==> config.mk <==
export PLATFORM = sky130hd
export DESIGN_NAME = mem_arbiter
export DESIGN_NICKNAME = d
export VERILOG_FILES = /design/src/rtl/mem_arbiter_pkg.sv /design/src/rtl/mem_arb_tag_fifo.sv /design/src/rtl/mem_arbiter.sv
export SDC_FILE = /design/constraint.sdc
export NUM_CORES = 1
export LEC_CHECK = 0
export CORE_UTILIZATION = 23
export DETAILED_ROUTE_END_ITERATION = 8
export PLACE_DENSITY = 0.48
export SETUP_SLACK_MARGIN = 0.3
export SYNTH_ARGS = -nofsm -noshare
export SYNTH_HDL_FRONTEND = slang
export SYNTH_SLANG_ARGS = --single-unit
==> constraint.sdc <==
create_clock -name clk -period 3.6 [get_ports clk]
set_input_delay 1.08 -clock clk [delete_from_list [all_inputs] [get_ports clk]]
set_output_delay 1.08 -clock clk [all_outputs]
set_load 0.01 [all_outputs]
==> src/rtl/mem_arbiter_pkg.sv <==
// rtl/mem_arbiter_pkg.sv - shared types for the instruction/data memory arbiter
// Contents:
//   mem_req_t   : request payload (addr, wdata, we)
//   mem_resp_t  : response payload (rdata)
//   arb_state_e : grant FSM states
//   src_e       : requester encoding (SRC_IFETCH=0, SRC_DATA=1)
//   tag_t       : per-transaction tag kept in the in-order tag FIFO
package mem_arbiter_pkg;

    localparam int ADDR_W = 32;
    localparam int DATA_W = 32;

    typedef struct packed {
        logic [ADDR_W-1:0] addr;
        logic [DATA_W-1:0] wdata;
        logic              we;
    } mem_req_t;

    typedef struct packed {
        logic [DATA_W-1:0] rdata;
    } mem_resp_t;

    typedef enum logic [1:0] {
        ARB_IDLE   = 2'd0,
        ARB_IFETCH = 2'd1,
        ARB_DATA   = 2'd2
    } arb_state_e;

    typedef enum logic {
        SRC_IFETCH = 1'b0,
        SRC_DATA   = 1'b1
    } src_e;

    typedef struct packed {
        src_e src;
        logic killed;
    } tag_t;

endpackage

==> src/rtl/mem_arb_tag_fifo.sv <==
// rtl/mem_arb_tag_fifo.sv - in-order tag FIFO tracking outstanding memory transactions
// Ports:
//   clk, rst     : clock, asynchronous active-low reset
//   push         : write a tag {push_src, killed} at the tail
//   push_src     : source of the transaction being pushed
//   push_killed  : transaction was already killed before it was accepted
//   pop          : retire the head tag
//   kill_all     : mark every ifetch tag (including one pushed this cycle) killed
//   head         : tag at the head (valid when !empty)
//   full, empty  : occupancy flags
module mem_arb_tag_fifo
    import mem_arbiter_pkg::*;
#(
    parameter int DEPTH = 4
) (
    input  logic clk,
    input  logic rst,
    input  logic push,
    input  src_e push_src,
    input  logic push_killed,
    input  logic pop,
    input  logic kill_all,
    output tag_t head,
    output logic full,
    output logic empty
);

    localparam int PTR_W = $clog2(DEPTH);

    localparam logic [PTR_W-1:0] PTR_ONE  = PTR_W'(1);
    localparam logic [PTR_W:0]   CNT_ONE  = (PTR_W+1)'(1);
    localparam logic [PTR_W:0]   CNT_FULL = (PTR_W+1)'(DEPTH);

    tag_t             entries [DEPTH];
    logic [PTR_W-1:0] wr_ptr;
    logic [PTR_W-1:0] rd_ptr;
    logic [PTR_W:0]   count;

    // DEPTH is a power of two, so the pointers wrap by plain overflow.
    always_ff @(posedge clk or negedge rst) begin
        if (!rst) begin
            wr_ptr <= '0;
            rd_ptr <= '0;
            count  <= '0;
            for (int i = 0; i < DEPTH; i++) begin
                entries[i] <= '{src: SRC_IFETCH, killed: 1'b0};
            end
        end else begin
            if (kill_all) begin
                for (int i = 0; i < DEPTH; i++) begin
                    if (entries[i].src == SRC_IFETCH) begin
                        entries[i].killed <= 1'b1;
                    end
                end
            end
            // Later assignment wins, so a same-cycle push still sees kill_all.
            if (push) begin
                entries[wr_ptr] <= '{src: push_src,
                                     killed: (push_src == SRC_IFETCH) && (push_killed || kill_all)};
                wr_ptr <= wr_ptr + PTR_ONE;
            end
            if (pop) begin
                rd_ptr <= rd_ptr + PTR_ONE;
            end
            case ({push, pop})
                2'b10:   count <= count + CNT_ONE;
                2'b01:   count <= count - CNT_ONE;
                default: count <= count;
            endcase
        end
    end

    assign head  = entries[rd_ptr];
    assign full  = (count == CNT_FULL);
    assign empty = (count == '0);

endmodule

==> src/rtl/mem_arbiter.sv <==
// rtl/mem_arbiter.sv - arbitrates fetch and data requests onto one in-order memory port
// Optional feature: define MEM_ARB_RR_EN for round-robin tie-breaking; otherwise data
// always beats ifetch.
// Ports:
//   clk, rst                     : clock, asynchronous active-low reset
//   flush                        : kill all in-flight instruction fetches
//   ifetch_req_{valid,ready,data}: fetch-stage request
//   ifetch_resp_{valid,ready,data}: fetch-stage response
//   data_req_{valid,ready,data}  : execute mem-unit request
//   data_resp_{valid,ready,data} : execute mem-unit response
//   mem_req_{valid,ready,data}   : shared memory port request
//   mem_resp_{valid,ready,data}  : shared memory port response (in request order)
module mem_arbiter
    import mem_arbiter_pkg::*;
#(
    parameter int DEPTH = 4
) (
    input  logic      clk,
    input  logic      rst,
    input  logic      flush,
    input  logic      ifetch_req_valid,
    output logic      ifetch_req_ready,
    input  mem_req_t  ifetch_req_data,
    output logic      ifetch_resp_valid,
    input  logic      ifetch_resp_ready,
    output mem_resp_t ifetch_resp_data,
    input  logic      data_req_valid,
    output logic      data_req_ready,
    input  mem_req_t  data_req_data,
    output logic      data_resp_valid,
    input  logic      data_resp_ready,
    output mem_resp_t data_resp_data,
    output logic      mem_req_valid,
    input  logic      mem_req_ready,
    output mem_req_t  mem_req_data,
    input  logic      mem_resp_valid,
    output logic      mem_resp_ready,
    input  mem_resp_t mem_resp_data
);

    arb_state_e state;
    arb_state_e state_next;
    src_e       pick_src;
    src_e       gnt_src;
    mem_req_t   hold_data;
    logic       hold_killed;
    logic       req_valid_int;
    logic       req_hs;
    logic       fifo_full;
    logic       fifo_empty;
    logic       fifo_pop;
    tag_t       head;
    logic       ifetch_resp_valid_int;
    logic       data_resp_valid_int;
    logic       mem_resp_ready_int;

    // ------------------------------------------------------------------
    // Source selection in ARB_IDLE
    // ------------------------------------------------------------------
`ifdef MEM_ARB_RR_EN
    src_e last_grant;

    always_comb begin
        pick_src = SRC_IFETCH;
        if (ifetch_req_valid && data_req_valid) begin
            pick_src = (last_grant == SRC_IFETCH) ? SRC_DATA : SRC_IFETCH;
        end else if (data_req_valid) begin
            pick_src = SRC_DATA;
        end
    end

    always_ff @(posedge clk or negedge rst) begin
        if (!rst) begin
            last_grant <= SRC_IFETCH;
        end else if (req_hs) begin
            last_grant <= gnt_src;
        end
    end
`else
    always_comb begin
        pick_src = data_req_valid ? SRC_DATA : SRC_IFETCH;
    end
`endif

    // ------------------------------------------------------------------
    // Grant FSM
    // ------------------------------------------------------------------
    always_ff @(posedge clk or negedge rst) begin
        if (!rst) begin
            state <= ARB_IDLE;
        end else begin
            state <= state_next;
        end
    end

    always_comb begin
        state_next    = state;
        req_valid_int = 1'b0;
        gnt_src       = pick_src;
        mem_req_data  = '0;
        case (state)
            ARB_IDLE: begin
                if (!fifo_full && (ifetch_req_valid || data_req_valid)) begin
                    req_valid_int = 1'b1;
                    mem_req_data  = (pick_src == SRC_DATA) ? data_req_data : ifetch_req_data;
                    if (!mem_req_ready) begin
                        state_next = (pick_src == SRC_DATA) ? ARB_DATA : ARB_IFETCH;
                    end
                end
            end
            ARB_IFETCH: begin
                gnt_src       = SRC_IFETCH;
                req_valid_int = 1'b1;
                mem_req_data  = hold_data;
                if (mem_req_ready) begin
                    state_next = ARB_IDLE;
                end
            end
            ARB_DATA: begin
                gnt_src       = SRC_DATA;
                req_valid_int = 1'b1;
                mem_req_data  = hold_data;
                if (mem_req_ready) begin
                    state_next = ARB_IDLE;
                end
            end
            default: begin
                state_next = ARB_IDLE;
            end
        endcase
    end

    // The held request is replayed from a local copy so a fetch stage that drops
    // its request on flush cannot disturb the transaction already offered.
    // hold_killed remembers a flush that hit the fetch before it was accepted.
    always_ff @(posedge clk or negedge rst) begin
        if (!rst) begin
            hold_data   <= '0;
            hold_killed <= 1'b0;
        end else begin
            if (state == ARB_IDLE && req_valid_int && !mem_req_ready) begin
                hold_data <= mem_req_data;
            end
            if (req_hs) begin
                hold_killed <= 1'b0;
            end else if (flush && req_valid_int && gnt_src == SRC_IFETCH) begin
                hold_killed <= 1'b1;
            end
        end
    end

    assign mem_req_valid    = rst & req_valid_int;
    assign req_hs           = mem_req_valid & mem_req_ready;
    assign ifetch_req_ready = req_hs & (gnt_src == SRC_IFETCH);
    assign data_req_ready   = req_hs & (gnt_src == SRC_DATA);

    // ------------------------------------------------------------------
    // Tag FIFO
    // ------------------------------------------------------------------
    mem_arb_tag_fifo #(
        .DEPTH(DEPTH)
    ) u_tag_fifo (
        .clk         (clk),
        .rst         (rst),
        .push        (req_hs),
        .push_src    (gnt_src),
        .push_killed (hold_killed & (gnt_src == SRC_IFETCH)),
        .pop         (fifo_pop),
        .kill_all    (flush),
        .head        (head),
        .full        (fifo_full),
        .empty       (fifo_empty)
    );

    // ------------------------------------------------------------------
    // Response routing by head tag
    // ------------------------------------------------------------------
    always_comb begin
        ifetch_resp_valid_int = 1'b0;
        data_resp_valid_int   = 1'b0;
        mem_resp_ready_int    = 1'b0;
        if (fifo_empty) begin
            // Stray response: swallow it so the memory side cannot lock up.
            mem_resp_ready_int = 1'b1;
        end else if (head.src == SRC_DATA) begin
            data_resp_valid_int = mem_resp_valid;
            mem_resp_ready_int  = data_resp_ready;
        end else if (head.killed || flush) begin
            mem_resp_ready_int = 1'b1;
        end else begin
            ifetch_resp_valid_int = mem_resp_valid;
            mem_resp_ready_int    = ifetch_resp_ready;
        end
    end

    assign ifetch_resp_valid = rst & ifetch_resp_valid_int;
    assign data_resp_valid   = rst & data_resp_valid_int;
    assign mem_resp_ready    = rst & mem_resp_ready_int;
    assign ifetch_resp_data  = mem_resp_data;
    assign data_resp_data    = mem_resp_data;
    assign fifo_pop          = mem_resp_valid & mem_resp_ready & ~fifo_empty;

    a_no_resp_when_empty: assert property (@(posedge clk) disable iff (!rst)
        !(mem_resp_valid && fifo_empty));

endmodule

==> run summary <==
run metrics: run status completed, fin crit period 3.33 ns, CP cell instances buf_6 -> or2_4 -> and3_4 -> buf_12 -> buf_16 -> nand2_4 -> a21oi_2 -> buf_2, tool warning count 33, drt initial violations 179, Top Metal Used met4, Setup Skew 0.00957 ns, Syn Inst Count 678, Logic power comb ~3.9 mW, Hold EP hold_data[16], met3 wire length 1270 um, Synth Seq Share 0.371, PostCTS Resize Cnt 393, vias in the first global route 5,370, Top cells excl fill/tap nand2_1 (135), clkdlybuf4s50_1 (132), dfrtp_1 (83), number of vias per cell 4.41, Most Crowded Layer GR met2, synth unique cells 39, P&R area growth vs syn 58.3%, Mapped Area 0.00559 mm^2, R2R Setup Slk 0.93 ns, Slew HR 0.518, CTS H-tree depth 3, chip area approximately 0.025 mm^2, Main power group combinational logic, Final TNS setup 0 ns
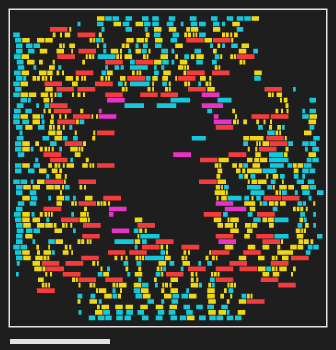
Fig. 1. Placed cells, one color a class.
Scale bar: 50 um.
Key: registers = red [cells 83, share of their area 25%]; clock drivers and dummy loads = magenta [cells 14, share of their area 3.6%]; remaining buffers and delay cells = cyan [cells 294, share of their area 32%]; remaining logic cells = yellow [cells 485, share of their area 40%]
Seq/total area: 0.235
post-route cell area: 0.00885 mm^2
Core Rows: 56
Final Util: 0.374

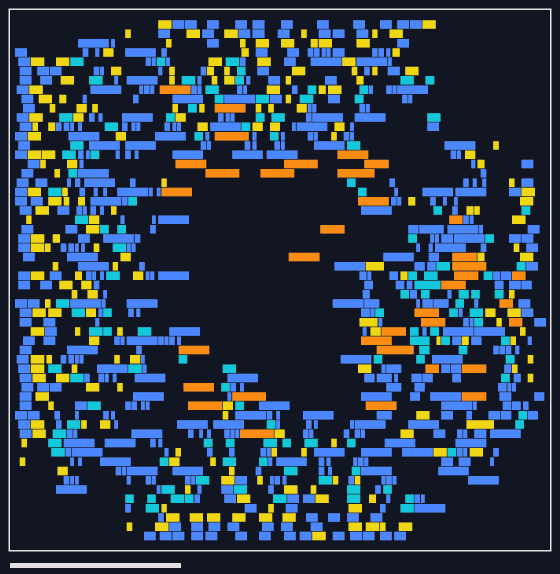
Fig. 2. Cell sizes after repair.
Scale bar: 50 um.
Key: x6 and larger = orange [cells 36, share 4.1%]; x1 and smaller = blue [cells 529, share 60%]; x3 and x4 = cyan [cells 119, share 14%]; x2 = yellow [cells 192, share 22%]

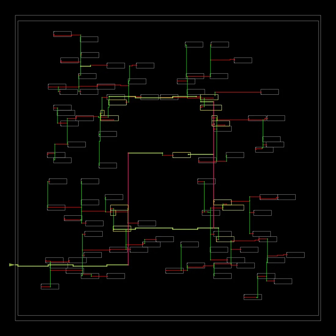
Fig. 3. Clock wiring as the flow saved it.
CTS sink count: 83
latest clock arrival within the worst-skew pair: 0.34 ns
CLK BUF: 9
CTS Buf Count: 9
clk pwr: 0.990 mW

Power figures rest on the tool's default switching activity, not on a simulated workload.
